**src/rtl/reg_file_pkg.sv**
```systemverilog
// Shared types and sizing for the register-file read arbiter.
package reg_file_pkg;
    localparam int NUM_REGS = 32;
    localparam int DATA_W   = 32;
    localparam int TAG_W    = 4;
    localparam int ADDR_W   = $clog2(NUM_REGS);

    typedef logic [ADDR_W-1:0] reg_addr_t;
    typedef logic [DATA_W-1:0] reg_data_t;
    typedef logic [TAG_W-1:0]  reg_tag_t;

    typedef struct packed {
        reg_addr_t addr;
        reg_tag_t  tag;
    } reg_file_rd_req_pkt_t;

    typedef struct packed {
        reg_data_t data;
        reg_tag_t  tag;
    } reg_file_rd_rsp_pkt_t;

    // Index width that stays legal for single-entry arrays.
    function automatic int idx_w(input int n);
        return (n > 1) ? $clog2(n) : 1;
    endfunction
endpackage

```
**src/rtl/rr_multi_arb.sv**
```systemverilog
// Round-robin selector granting up to K of N requesters per cycle; the k-th
// grant in priority order is bound to output slot k.
module rr_multi_arb
    import reg_file_pkg::*;
#(
    parameter int N  = 4,
    parameter int K  = 2,
    localparam int NW = idx_w(N),
    localparam int KW = idx_w(K)
) (
    input  logic                  clk,
    input  logic                  resetn,
    input  logic [N-1:0]          vld,
    output logic [N-1:0]          gnt,
    output logic [N-1:0][KW-1:0]  gnt_port,
    output logic [K-1:0]          port_vld,
    output logic [K-1:0][NW-1:0]  port_ch
);
    logic [NW-1:0] rr_ptr;
    logic [NW-1:0] last;
    logic [NW-1:0] idx;
    logic [KW:0]   cnt;
    logic          any_gnt;

    // Walk channels from rr_ptr, handing out slots until they run out.
    always_comb begin
        gnt      = '0;
        gnt_port = '0;
        port_vld = '0;
        port_ch  = '0;
        cnt      = '0;
        idx      = '0;
        last     = rr_ptr;
        any_gnt  = 1'b0;
        for (int j = 0; j < N; j++) begin
            idx = NW'((int'(rr_ptr) + j) % N);
            if (resetn && vld[idx] && (cnt < (KW+1)'(K))) begin
                gnt[idx]               = 1'b1;
                gnt_port[idx]          = cnt[KW-1:0];
                port_vld[cnt[KW-1:0]]  = 1'b1;
                port_ch[cnt[KW-1:0]]   = idx;
                cnt                    = cnt + (KW+1)'(1);
                last                   = idx;
                any_gnt                = 1'b1;
            end
        end
    end

    always_ff @(posedge clk) begin
        if (!resetn) begin
            rr_ptr <= '0;
        end else if (any_gnt) begin
            rr_ptr <= (last == NW'(N-1)) ? '0 : last + NW'(1);
        end
    end
endmodule

```
**src/rtl/reg_file_rd_arb.sv**
```systemverilog
// Multiplexes NUM_REQ read channels onto NUM_PORTS register-file read ports
// with a one-cycle response pipeline, write forwarding and r0 hardwired to 0.
module reg_file_rd_arb
    import reg_file_pkg::*;
#(
    parameter int NUM_REQ   = 4,
    parameter int NUM_PORTS = 2,
    parameter int BYPASS_EN = 1
) (
    input  logic                                clk,
    input  logic                                resetn,
    input  logic [NUM_REQ-1:0]                  req_vld,
    input  reg_file_rd_req_pkt_t [NUM_REQ-1:0]  req_pkt,
    output logic [NUM_REQ-1:0]                  req_rdy,
    output logic [NUM_PORTS-1:0]                rf_rd_en,
    output reg_addr_t [NUM_PORTS-1:0]           rf_rd_addr,
    input  reg_data_t [NUM_PORTS-1:0]           rf_rd_data,
    input  logic                                rf_wr_en,
    input  reg_addr_t                           rf_wr_addr,
    input  reg_data_t                           rf_wr_data,
    output logic [NUM_REQ-1:0]                  rsp_vld,
    output reg_file_rd_rsp_pkt_t [NUM_REQ-1:0]  rsp_pkt
);
    localparam int CHW = idx_w(NUM_REQ);
    localparam int PW  = idx_w(NUM_PORTS);

    logic [NUM_REQ-1:0]                 gnt;
    logic [NUM_REQ-1:0][PW-1:0]         gnt_port;
    logic [NUM_PORTS-1:0]               port_vld;
    logic [NUM_PORTS-1:0][CHW-1:0]      port_ch;

    logic [NUM_REQ-1:0]                 vld_pipe;
    logic [NUM_REQ-1:0]                 zero_q;
    logic [NUM_REQ-1:0]                 byp_q;
    logic [NUM_REQ-1:0]                 byp_hit;
    reg_tag_t [NUM_REQ-1:0]             tag_q;
    logic [NUM_REQ-1:0][PW-1:0]         port_q;
    reg_data_t                          wr_data_q;
    reg_data_t [NUM_REQ-1:0]            rsp_data;

    rr_multi_arb #(
        .N (NUM_REQ),
        .K (NUM_PORTS)
    ) u_arb (
        .clk      (clk),
        .resetn   (resetn),
        .vld      (req_vld),
        .gnt      (gnt),
        .gnt_port (gnt_port),
        .port_vld (port_vld),
        .port_ch  (port_ch)
    );

    // Grant is already gated by resetn inside the selector.
    assign req_rdy = gnt;

    genvar k, i;
    generate
        for (k = 0; k < NUM_PORTS; k++) begin : g_port
            assign rf_rd_en[k]   = port_vld[k];
            assign rf_rd_addr[k] = port_vld[k] ? req_pkt[port_ch[k]].addr : '0;
        end

        for (i = 0; i < NUM_REQ; i++) begin : g_hit
            assign byp_hit[i] = (BYPASS_EN != 0) && rf_wr_en &&
                                (rf_wr_addr == req_pkt[i].addr);
        end
    endgenerate

    always_ff @(posedge clk) begin
        if (!resetn) begin
            vld_pipe <= '0;
        end else begin
            vld_pipe <= gnt;
        end
    end

    // Payload state is unreset; outputs are zeroed by the valid gate below.
    always_ff @(posedge clk) begin
        for (int c = 0; c < NUM_REQ; c++) begin
            if (gnt[c]) begin
                tag_q[c]  <= req_pkt[c].tag;
                port_q[c] <= gnt_port[c];
                zero_q[c] <= (req_pkt[c].addr == '0);
                byp_q[c]  <= byp_hit[c];
            end
        end
        if (rf_wr_en) begin
            wr_data_q <= rf_wr_data;
        end
    end

    // The array is read-before-write, so a same-cycle write must be forwarded.
    always_comb begin
        rsp_data = '0;
        for (int c = 0; c < NUM_REQ; c++) begin
            if (zero_q[c]) begin
                rsp_data[c] = '0;
            end else if (byp_q[c]) begin
                rsp_data[c] = wr_data_q;
            end else begin
                rsp_data[c] = rf_rd_data[port_q[c]];
            end
        end
    end

    // Gating with resetn discards anything in flight when reset asserts.
    assign rsp_vld = vld_pipe & {NUM_REQ{resetn}};

    always_comb begin
        rsp_pkt = '0;
        for (int c = 0; c < NUM_REQ; c++) begin
            if (rsp_vld[c]) begin
                rsp_pkt[c].data = rsp_data[c];
                rsp_pkt[c].tag  = tag_q[c];
            end
        end
    end
endmodule

```
**config.mk**
```make
export PLATFORM = sky130hd
export DESIGN_NAME = reg_file_rd_arb
export DESIGN_NICKNAME = d
export VERILOG_FILES = /design/src/rtl/reg_file_pkg.sv /design/src/rtl/rr_multi_arb.sv /design/src/rtl/reg_file_rd_arb.sv
export SDC_FILE = /design/constraint.sdc
export NUM_CORES = 1
export LEC_CHECK = 0
export CAP_MARGIN = 20
export CORE_MARGIN = 5
export CORE_UTILIZATION = 25
export CTS_BUF_LIST = sky130_fd_sc_hd__clkbuf_2 sky130_fd_sc_hd__clkbuf_4 sky130_fd_sc_hd__clkbuf_8
export CTS_CLUSTER_DIAMETER = 30
export DETAILED_ROUTE_END_ITERATION = 6
export SYNTH_ARGS = -nofsm -noshare
export SYNTH_HDL_FRONTEND = slang
export SYNTH_SLANG_ARGS = --single-unit
```
**constraint.sdc**
```tcl
create_clock -name clk -period 5.4 [get_ports clk]
set_input_delay 1.08 -clock clk [delete_from_list [all_inputs] [get_ports clk]]
set_output_delay 1.08 -clock clk [all_outputs]
set_load 0.1 [all_outputs]
```
==> run_1/metal_stack.png <==
Drawn at 2 px/um.
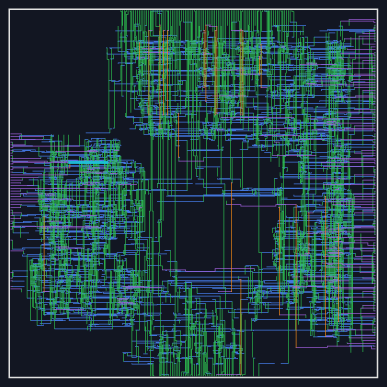
legend:
  met3:
    color: purple
    wire_length: 2510 um
  met2:
    color: green
    wire_length: 17200 um
  met1:
    color: blue
    wire_length: 13900 um
  met5:
    color: cyan
    wire_length: 18.4 um
  met4:
    color: orange
    wire_length: 883 um
final WL: 34570 um
GRT Total Usage: 19.53%
Avg WL per Cell: 20.35 um
via total after detailed routing: 8843

==> run_1/gate_families.png <==
Drawn at 1.5 px/um.
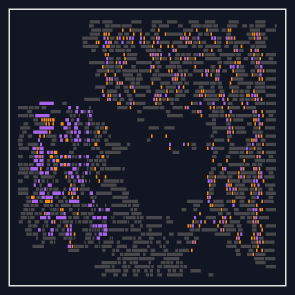
legend:
  NOR gates:
    color: orange
    cells: 307
    most_used: nor2_1
    where: all over the die
  inverting AOI/OAI gates:
    color: purple
    cells: 235
    most_used: a21oi_1
    where: all over the die
Final Non-Filler Cells: 1699
most used logic cell in the final layout: nor2_1

==> impl_metrics.ini, run 1 <==
; flow metrics
[grt]
grt_first_pass_wirelength_um = 51750
gr-usage-met2_pct = 34.93
grt_max_degree = 65

[run_status]
status = finished clean

[worst_setup_path]
crit_end = rf_rd_addr[4]
crit_chain = clkdlybuf4s50_1, mux2i_1, mux2i_1, and2_4, ha_4, or3b_4, o22ai_4, mux2_4, or2_4, buf_12, a31oi_1, a31oi_1, a21o_1, buf_12

[min_path]
worst_hold_startpoint = u_arb.rr_ptr[1]
min_path_type = flop to flop

[power]
combPwrFrac_pct = 79.1
p_sw_uw = 3706
power_leader = combinational logic
clk-power_uw = 458
p_leak_uw = 0.005227
swShare_pct = 56.88

[cells_and_area]
nNetsFinal = 1458
multi_input_comb_cells = 850
area_growth_pct = 71.81
seq-cell-share_pct = 14.90
seq_area_um2 = 1923
sh_comb_area_pct = 41.17

[final_timing]
setup_tns_ns = 0
period_needed_ns = 5.336
setup_viol = 0

[route]
wl_met1_um = 13920
routed.top_layer = met5

[place]
dp_cells = 1674

[floorplan]
die-width_um = 183.4

[synthesis]
synthAoiAreaFrac_pct = 20.08
mux_share_pct = 19.20
synth.distinct_cells = 58
yosys.area_share.simple_pct = 24.80

[clocking]
clockBufferDepth = 2
==> run_1/final_clocks.png <==
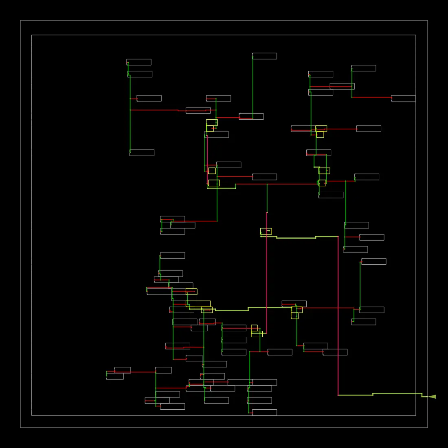
CTS Sinks: 66
CTS buffer count: 9
seq_cells: 66
# clk buffers: 9
Latency at later pin: 0.36 ns

--- run 2 (diff from run 1) ---
--- a/config.mk
+++ b/config.mk
@@ -8,9 +8,10 @@
 export CAP_MARGIN = 20
 export CORE_MARGIN = 5
 export CORE_UTILIZATION = 25
-export CTS_BUF_LIST = sky130_fd_sc_hd__clkbuf_2 sky130_fd_sc_hd__clkbuf_4 sky130_fd_sc_hd__clkbuf_8
+export CTS_BUF_LIST = sky130_fd_sc_hd__clkbuf_8 sky130_fd_sc_hd__clkbuf_16
 export CTS_CLUSTER_DIAMETER = 30
 export DETAILED_ROUTE_END_ITERATION = 6
+export SLEW_MARGIN = 20
 export SYNTH_ARGS = -nofsm -noshare
 export SYNTH_HDL_FRONTEND = slang
 export SYNTH_SLANG_ARGS = --single-unit
==> run_2/clock_map.png <==
Drawn at 1.5 px/um.
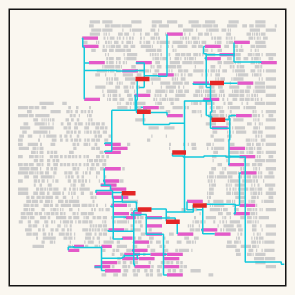
legend:
  clock wires:
    color: cyan
    length: 1290 um
  cells driving clock nets:
    color: red
    count: 9
  flip-flops:
    color: magenta
    count: 66
routed clock nets: 10
Clock Power: 623 uW
Clock power frac: 9.3%
Latency at later pin: 0.34 ns

==> run_2/metal_stack.png <==
Drawn at 2 px/um.
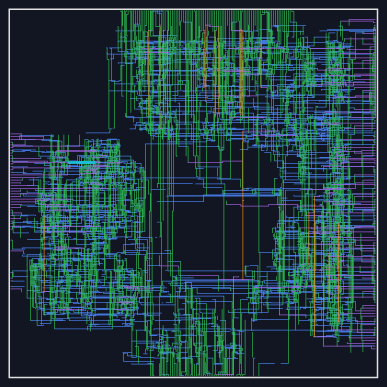
legend:
  met4:
    color: orange
    wire_length: 908 um
  met2:
    color: green
    wire_length: 17300 um
  met1:
    color: blue
    wire_length: 13800 um
  met3:
    color: purple
    wire_length: 2560 um
  met5:
    color: cyan
    wire_length: 12.0 um
GRT Total Usage: 19.56%
final WL: 34610 um

==> impl_metrics.ini, run 2 <==
; flow metrics
[synthesis]
synthAoiAreaFrac_pct = 20.08
mux_share_pct = 19.20
synth.distinct_cells = 58

[cells_and_area]
nNetsFinal = 1458
mostFrequentLayoutCell = nor2_1
area_growth_pct = 73.16
seq_area_um2 = 1923
seq-cell-share_pct = 14.78
multi_input_comb_cells = 850
flops = 66
sh_comb_area_pct = 40.85
clock_buffers = 9

[route]
wire_per_inst_um = 20.37
via_count = 8804
wl_met3_um = 2557
routed.top_layer = met5

[run_status]
status = finished clean

[power]
combPwrFrac_pct = 77.1
p_sw_uw = 3724
power_leader = combinational logic

[min_path]
worst_hold_startpoint = u_arb.rr_ptr[1]
min_path_type = flop to flop

[grt]
gr-usage-met2_pct = 34.99
grt_first_pass_wirelength_um = 51850
grt_max_degree = 65

[final_timing]
period_needed_ns = 5.336
setup_tns_ns = 0

[floorplan]
die-width_um = 183.4

[worst_setup_path]
crit_chain = clkdlybuf4s50_1, mux2i_1, mux2i_1, and2_4, ha_4, or3b_4, o22ai_4, mux2_4, or2_4, buf_12, a31oi_1, a31oi_1, a21o_1, buf_12
crit_end = rf_rd_addr[4]

[clocking]
clockBufferDepth = 2
numCtsBuffers = 9
clock_sinks = 66

[place]
dp_hpwl_um = 25500
Power figures rest on the tool's default switching activity, not on a simulated workload.
